## src/rtl/vmicro16_uart_rx_apb_if.sv

```systemverilog
// rtl/vmicro16_uart_rx_apb_if.sv - APB slave bus bundle for the UART receiver
interface vmicro16_uart_rx_apb_if #(
  parameter int BUS_WIDTH  = 16,
  parameter int DATA_WIDTH = 16
);
  logic [BUS_WIDTH-1:0]  S_PADDR;
  logic                  S_PWRITE;
  logic                  S_PSELx;
  logic                  S_PENABLE;
  logic [DATA_WIDTH-1:0] S_PWDATA;
  logic [DATA_WIDTH-1:0] S_PRDATA;
  logic                  S_PREADY;

  modport master (
    output S_PADDR, S_PWRITE, S_PSELx, S_PENABLE, S_PWDATA,
    input  S_PRDATA, S_PREADY
  );

  modport slave (
    input  S_PADDR, S_PWRITE, S_PSELx, S_PENABLE, S_PWDATA,
    output S_PRDATA, S_PREADY
  );
endinterface

```

## src/rtl/vmicro16_uart_rx_apb.sv

```systemverilog
// rtl/vmicro16_uart_rx_apb.sv - 8N1 UART receiver with RX FIFO behind an APB slave
module vmicro16_uart_rx_apb #(
  parameter int BUS_WIDTH    = 16,
  parameter int DATA_WIDTH   = 16,
  parameter int CLKS_PER_BIT = 434,
  parameter int FIFO_DEPTH   = 8
) (
  input  logic                    clk,
  input  logic                    reset,
  vmicro16_uart_rx_apb_if.slave   apb,
  input  logic                    rx_wire
);

  localparam int BCW = (CLKS_PER_BIT > 1) ? $clog2(CLKS_PER_BIT) : 1;
  localparam int PW  = (FIFO_DEPTH > 1) ? $clog2(FIFO_DEPTH) : 1;
  localparam int CW  = PW + 1;

  localparam logic [BCW-1:0] BIT_LAST  = BCW'(CLKS_PER_BIT - 1);
  localparam logic [BCW-1:0] HALF_LAST = BCW'(CLKS_PER_BIT / 2 - 1);
  localparam logic [CW-1:0]  CNT_FULL  = CW'(FIFO_DEPTH);

  typedef enum logic [1:0] {
    ST_IDLE,
    ST_START,
    ST_DATA,
    ST_STOP
  } rx_state_t;

  // Synchronizer and receiver state
  logic            rx_s1;
  logic            rxs;
  rx_state_t       state;
  logic [BCW-1:0]  bcnt;
  logic [2:0]      bidx;
  logic [7:0]      shreg;

  // FIFO storage and status
  logic [7:0]      mem [FIFO_DEPTH];
  logic [PW-1:0]   wptr;
  logic [PW-1:0]   rptr;
  logic [CW-1:0]   count;
  logic            overrun;
  logic            frame_err;

  // Decoded bus and event strobes
  logic            access;
  logic [1:0]      addr;
  logic            ctrl_wr;
  logic            flush;
  logic            pop;
  logic            full;
  logic            not_empty;
  logic            stop_tick;
  logic            rx_push;
  logic            push_ok;
  logic            overrun_set;
  logic            frame_set;
  logic [3:0]      cnt_field;
  logic [7:0]      status8;
  logic [7:0]      head;
  logic            unused_bits;

  assign access    = apb.S_PSELx & apb.S_PENABLE;
  assign addr      = apb.S_PADDR[1:0];
  assign ctrl_wr   = access & apb.S_PWRITE & (addr == 2'd2);
  assign flush     = ctrl_wr & apb.S_PWDATA[2];
  assign full      = (count == CNT_FULL);
  assign not_empty = (count != '0);
  assign pop       = access & ~apb.S_PWRITE & (addr == 2'd0) & not_empty & ~flush;

  // The stop bit is sampled at its centre; a high stop bit delivers the byte.
  assign stop_tick   = (state == ST_STOP) && (bcnt == BIT_LAST);
  assign rx_push     = stop_tick & rxs;
  assign frame_set   = stop_tick & ~rxs;
  assign push_ok     = rx_push & ~full & ~flush;
  assign overrun_set = rx_push & full & ~flush;

  assign head        = mem[rptr];
  assign unused_bits = ^{apb.S_PADDR, apb.S_PWDATA};

  // Bring the asynchronous line into the clk domain; idle level is high.
  always_ff @(posedge clk) begin
    if (reset) begin
      rx_s1 <= 1'b1;
      rxs   <= 1'b1;
    end else begin
      rx_s1 <= rx_wire;
      rxs   <= rx_s1;
    end
  end

  // Deframing FSM: centre-samples start, eight data bits LSB-first, then stop.
  always_ff @(posedge clk) begin
    if (reset) begin
      state <= ST_IDLE;
      bcnt  <= '0;
      bidx  <= '0;
      shreg <= '0;
    end else begin
      case (state)
        ST_IDLE: begin
          if (!rxs) begin
            bcnt  <= '0;
            state <= ST_START;
          end
        end
        ST_START: begin
          if (bcnt == HALF_LAST) begin
            if (!rxs) begin
              bcnt  <= '0;
              bidx  <= '0;
              state <= ST_DATA;
            end else begin
              state <= ST_IDLE;
            end
          end else begin
            bcnt <= bcnt + 1'b1;
          end
        end
        ST_DATA: begin
          if (bcnt == BIT_LAST) begin
            shreg <= {rxs, shreg[7:1]};
            bcnt  <= '0;
            bidx  <= bidx + 1'b1;
            if (bidx == 3'd7) begin
              state <= ST_STOP;
            end
          end else begin
            bcnt <= bcnt + 1'b1;
          end
        end
        ST_STOP: begin
          if (bcnt == BIT_LAST) begin
            bcnt  <= '0;
            state <= ST_IDLE;
          end else begin
            bcnt <= bcnt + 1'b1;
          end
        end
        default: state <= ST_IDLE;
      endcase
    end
  end

  // FIFO pointers and occupancy; a flush overrides any push or pop.
  always_ff @(posedge clk) begin
    if (reset || flush) begin
      wptr  <= '0;
      rptr  <= '0;
      count <= '0;
    end else begin
      if (push_ok) begin
        wptr <= wptr + 1'b1;
      end
      if (pop) begin
        rptr <= rptr + 1'b1;
      end
      case ({push_ok, pop})
        2'b10:   count <= count + 1'b1;
        2'b01:   count <= count - 1'b1;
        default: count <= count;
      endcase
    end
  end

  // FIFO storage write; entries need no reset since count gates visibility.
  always_ff @(posedge clk) begin
    if (push_ok) begin
      mem[wptr] <= shreg;
    end
  end

  // Sticky error flags; a set in the same cycle as a clear wins.
  always_ff @(posedge clk) begin
    if (reset) begin
      overrun   <= 1'b0;
      frame_err <= 1'b0;
    end else begin
      if (overrun_set) begin
        overrun <= 1'b1;
      end else if (ctrl_wr && apb.S_PWDATA[0]) begin
        overrun <= 1'b0;
      end
      if (frame_set) begin
        frame_err <= 1'b1;
      end else if (ctrl_wr && apb.S_PWDATA[1]) begin
        frame_err <= 1'b0;
      end
    end
  end

  // STATUS byte with the occupancy field clamped to four bits.
  always_comb begin
    cnt_field = 4'(count);
    if (32'(count) > 15) begin
      cnt_field = 4'hF;
    end
    status8 = {overrun, frame_err, full, not_empty, cnt_field};
  end

  // Combinational read mux, zero outside a read access phase.
  always_comb begin
    apb.S_PREADY = access;
    apb.S_PRDATA = '0;
    if (access && !apb.S_PWRITE) begin
      case (addr)
        2'd0:    apb.S_PRDATA = not_empty ? DATA_WIDTH'(head) : '0;
        2'd1:    apb.S_PRDATA = DATA_WIDTH'(status8);
        default: apb.S_PRDATA = '0;
      endcase
    end
  end

endmodule
```

## src/flat_wrapper.sv

```systemverilog
// flat-port wrapper written by rule: the top's interface ports become plain ports
module vmicro16_uart_rx_apb_flat 
#(
  parameter int BUS_WIDTH    = 16,
  parameter int DATA_WIDTH   = 16,
  parameter int CLKS_PER_BIT = 434,
  parameter int FIFO_DEPTH   = 8
)
  (clk, reset, rx_wire, apb_S_PADDR, apb_S_PWRITE, apb_S_PSELx, apb_S_PENABLE, apb_S_PWDATA, apb_S_PRDATA, apb_S_PREADY);
  vmicro16_uart_rx_apb_if #(.BUS_WIDTH(BUS_WIDTH), .DATA_WIDTH(DATA_WIDTH)) apb_i ();
  input  logic clk;
  input  logic reset;
  input  logic rx_wire;
  input wire logic [$bits(apb_i.S_PADDR)-1:0] apb_S_PADDR;
  input wire logic [$bits(apb_i.S_PWRITE)-1:0] apb_S_PWRITE;
  input wire logic [$bits(apb_i.S_PSELx)-1:0] apb_S_PSELx;
  input wire logic [$bits(apb_i.S_PENABLE)-1:0] apb_S_PENABLE;
  input wire logic [$bits(apb_i.S_PWDATA)-1:0] apb_S_PWDATA;
  output wire logic [$bits(apb_i.S_PRDATA)-1:0] apb_S_PRDATA;
  output wire logic [$bits(apb_i.S_PREADY)-1:0] apb_S_PREADY;
  assign apb_i.S_PADDR = apb_S_PADDR;
  assign apb_i.S_PWRITE = apb_S_PWRITE;
  assign apb_i.S_PSELx = apb_S_PSELx;
  assign apb_i.S_PENABLE = apb_S_PENABLE;
  assign apb_i.S_PWDATA = apb_S_PWDATA;
  assign apb_S_PRDATA = apb_i.S_PRDATA;
  assign apb_S_PREADY = apb_i.S_PREADY;
  vmicro16_uart_rx_apb #(.BUS_WIDTH(BUS_WIDTH), .DATA_WIDTH(DATA_WIDTH), .CLKS_PER_BIT(CLKS_PER_BIT), .FIFO_DEPTH(FIFO_DEPTH)) u_core (.clk(clk), .reset(reset), .apb(apb_i), .rx_wire(rx_wire));
endmodule
```

## config.mk

```make
export PLATFORM = sky130hd
export DESIGN_NAME = vmicro16_uart_rx_apb_flat
export DESIGN_NICKNAME = d
export VERILOG_FILES = /design/src/rtl/vmicro16_uart_rx_apb_if.sv /design/src/rtl/vmicro16_uart_rx_apb.sv /design/src/flat_wrapper.sv
export SDC_FILE = /design/constraint.sdc
export NUM_CORES = 1
export LEC_CHECK = 0
export ABC_AREA = 1
export CAP_MARGIN = 10
export CORE_MARGIN = 5
export CORE_UTILIZATION = 40
export DETAILED_ROUTE_END_ITERATION = 8
export HOLD_SLACK_MARGIN = 0.15
export PLACE_DENSITY = 0.61
export SLEW_MARGIN = 15
export SYNTH_ARGS = -nofsm -noshare
export SYNTH_HDL_FRONTEND = slang
export SYNTH_SLANG_ARGS = --single-unit
```

## constraint.sdc

```tcl
create_clock -name clk -period 2.2 [get_ports clk]
set_clock_uncertainty 0.2 [all_clocks]
set_input_delay 0.22 -clock clk [delete_from_list [all_inputs] [get_ports clk]]
set_output_delay 0.22 -clock clk [all_outputs]
set_load 0.005 [all_outputs]
```

==> images/detail.png <==
Scale bar: 20 um. Region (34, 58) to (84, 108) um. Cells in grey, sequential cells in the stronger grey; small squares are vias.
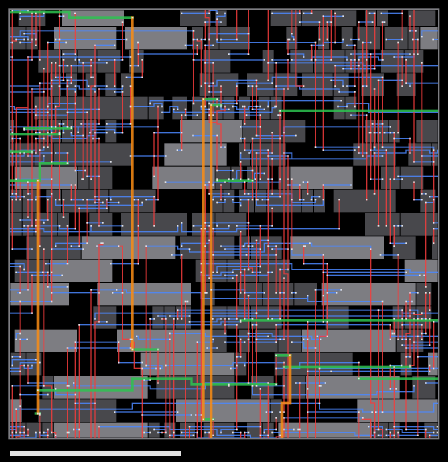
[blue] metal 1
[green] metal 3
[red] metal 2
[orange] metal 4
cells with their middle in the window: 193
most frequent: buf_4 (30), nand2_1 (29), nor2_1 (22)
netlist names of flops here include: u_core.mem (13), u_core.wptr (3), u_core.bcnt (2)
sequential cells in the window: 24

==> images/io_placement.png <==
Scale bar: 20 um. Pins as bars across the die edge, other pins in grey.
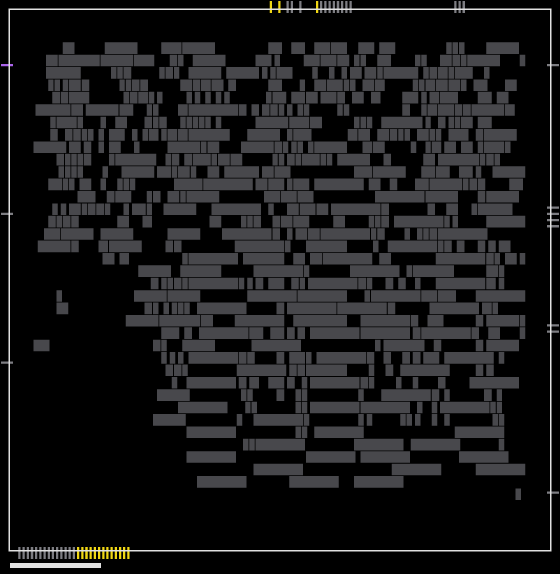
[purple] clk | pins: 1 | direction: input | edge: left
[yellow] apb_S_PWDATA | pins: 16 | direction: input | edge: 13 bottom, 3 top
Chip Width: 119 um
count of input and output buffers: 19
chip height: 119 um

==> images/flops_by_reg.png <==
Scale bar: 20 um.
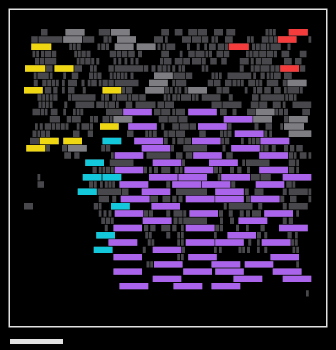
[yellow] u_core.bcnt | sequential cells: 9 | where: upper left
[cyan] u_core.shreg | sequential cells: 8
[purple] u_core.mem | sequential cells: 64
[red] u_core.cnt_field | sequential cells: 4 | where: upper right
Seq area share: 45.1%
sequential power: 2.04 mW
Reg area: 0.00271 mm^2

==> images/clocks.png <==
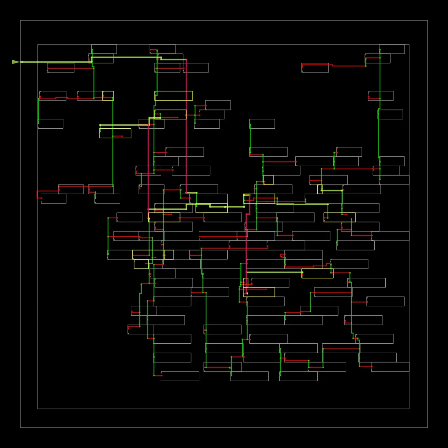
registers: 103
P_clk: 1.59 mW
clock buffer count: 10
Clock Latency Late Sink: 0.34 ns
CTS Buf Count: 9

==> impl_metrics.py <==
# Synthesis and PnR figures
metrics = {
    "run_status": {
        "status": "completed",
    },
    "clocking": {
        "cts_sinks": 103,
        "post_cts_buffers": 5,
        "cts.path.max_buffers": 2,
        "clk_pin_slew_ns": 0.07,
        "htreeDepth": 3,
        "post_cts_resized": 42,
        "cts_tree": "done",
        "cts.hold.buffers_added": 0,
    },
    "yosys": {
        "top_logic_kind": "simple AND/OR/NAND/NOR gates",
        "fa_ha_area_share_pct": 2.66,
        "ys_sh_aoi_pct": 7.89,
        "synth_flop_count": 103,
        "syn_inst": 514,
        "top_cell": "nand2_1",
        "yosysWarnings": 0,
        "synth-edff-count": 64,
        "ys_chip_area_mm2": 0.00471,
        "ys_cells": 514,
        "synth.top_cell.area_share_pct": 40.8,
        "synth_area_mm2": 0.00471,
        "avgSynthCellArea_um2": 9.16,
        "mux_area_share_pct": 0,
        "synthArstFlopShare_pct": 0,
        "common_cells": "92 x nand2_1, 83 x nor2_1, 64 x edfxtp_1",
        "ff_type": "edfxtp_1",
    },
    "grt": {
        "grt_pass1_wl_mm": 17.9,
        "use_met2_pct": 28.1,
        "grt_pass1_vias": 3638,
        "busiest_layer": "met2",
        "use_met1_pct": 19.4,
        "antenna_found_initial": 0,
        "grt_usage_pct": 15.8,
    },
    "final_layout": {
        "logic_area_mm2": 0.00194,
        "areaGrowthSynthToFinish_pct": 27.6,
        "antennaDiodeCount": 0,
        "drive_gt1_share_pct": 24.0,
        "final_common_cell": "nand2_1",
        "non_clock_buffer_area_share_pct": 11.8,
        "signal_buffers": 80,
        "mostFrequentLayoutCells": "87 x nand2_1, 78 x nor2_1, 64 x edfxtp_1",
        "fin_nets": 639,
        "largest_class": "registers",
        "clk_share_pct": 4.96,
        "inverters": 44,
        "final_area_mm2": 0.00601,
        "postLayoutCoreUtil_pct": 52.4,
    },
    "die": {
        "initCoreUtil_pct": 41.1,
        "die_area_mm2": 0.0140,
        "num_rows": 39,
        "ios": 55,
        "taps": 143,
    },
    "critical_path": {
        "critPathMaxFanout": 13,
        "rr_startpoint": "u_core.bcnt[1]",
        "critPathTopFamily": "buffers and inverters",
        "cp_cell_sequence": "inv_4 -> bufbuf_16 -> o21ai_1 -> nand3_1 -> nand3_2 -> a21oi_2 -> dlygate4sd2_1",
        "worst_path_max_delay_cell": "dfxtp_4",
        "start_kind": "register",
        "crit_cells": 7,
        "worstPathArrival_ns": 1.78,
        "r2r_slack_ns": 0.03,
        "rr_endpoint": "u_core.cnt_field[3]",
        "worst-setup-path-type": "register to primary output",
        "cp-endpoint": "apb_S_PRDATA[6]",
        "path_buffers": 3,
        "cp-end-kind": "primary output",
        "critPathRequiredTime_ns": 1.78,
    },
    "power": {
        "switching_power_mw": 0.815,
        "pwr-share-seq_pct": 53.5,
        "total_leakage_power_nw": 2.35,
        "p_clk_share_pct": 41.8,
        "finalPower_mw": 3.81,
        "comb_power_share_pct": 4.7,
        "peakVddDrop_mv": 0.451,
        "switching_share_pct": 21.4,
    },
    "min_path": {
        "hold_path_class": "register to register",
        "hold_end": "u_core.rxs",
        "min_from": "u_core.rx_s1",
        "whs_path_depth": 1,
    },
    "timing": {
        "fin_crit_sh_pct": 99.9,
        "hold_ws_ns": 0.226,
        "finalSetupTns_ns": 0,
        "finalMaxSlewViolations": 0,
        "rsz0062_at_grt": "yes",
        "setup_viol": 0,
        "finalHoldViolCount": 0,
        "clock.fmax_ghz": 0.455,
    },
    "drt": {
        "routed_wl_mm": 11.0,
        "vias_per_cell": 4.97,
        "route.antenna.remaining_nets": 0,
        "top_layer": "met4",
        "first_pass_iters": 7,
        "drcViolationCount": 0,
        "wl_per_cell_um": 14.9,
        "drtIter0Drc": 228,
        "vias": 3674,
    },
    "placed_design": {
        "placed_area_mm2": 0.00548,
        "post-dp-hpwl_mm": 7.70,
        "dp_cells": 716,
        "dp_slack_ns": -0.341,
    },
}
## power by group through the flow
stage	registers [mW]	clock network [mW]	logic [mW]
2_1_floorplan	2.09	0	0.0976
3_3_place_gp	2.08	0	0.170
3_5_place_dp	2.08	0	0.172
4_1_cts	2.04	1.62	0.179
5_1_grt	2.04	1.71	0.197
6_report	2.04	1.59	0.179
## registers in the layout, indices dropped and copies added (netlist names), named ones only
signal,cells
u_core.bcnt,9
u_core.bidx,3
u_core.cnt_field,4
u_core.frame_err,1
u_core.mem,64
u_core.overrun,1
u_core.rptr,3
u_core.rx_s1,1
u_core.rxs,1
u_core.shreg,8
u_core.state,1
u_core.wptr,3
## cells by family after synthesis
family	count (synthesis)
adders and majority gates	10
and+or+nand+nor	256
buffers and inverters	65
DFF	103
AOI/OAI and AO/OA	73
xor gates and xnor gates	6
other	1
Power figures rest on the tool's default switching activity, not on a simulated workload.
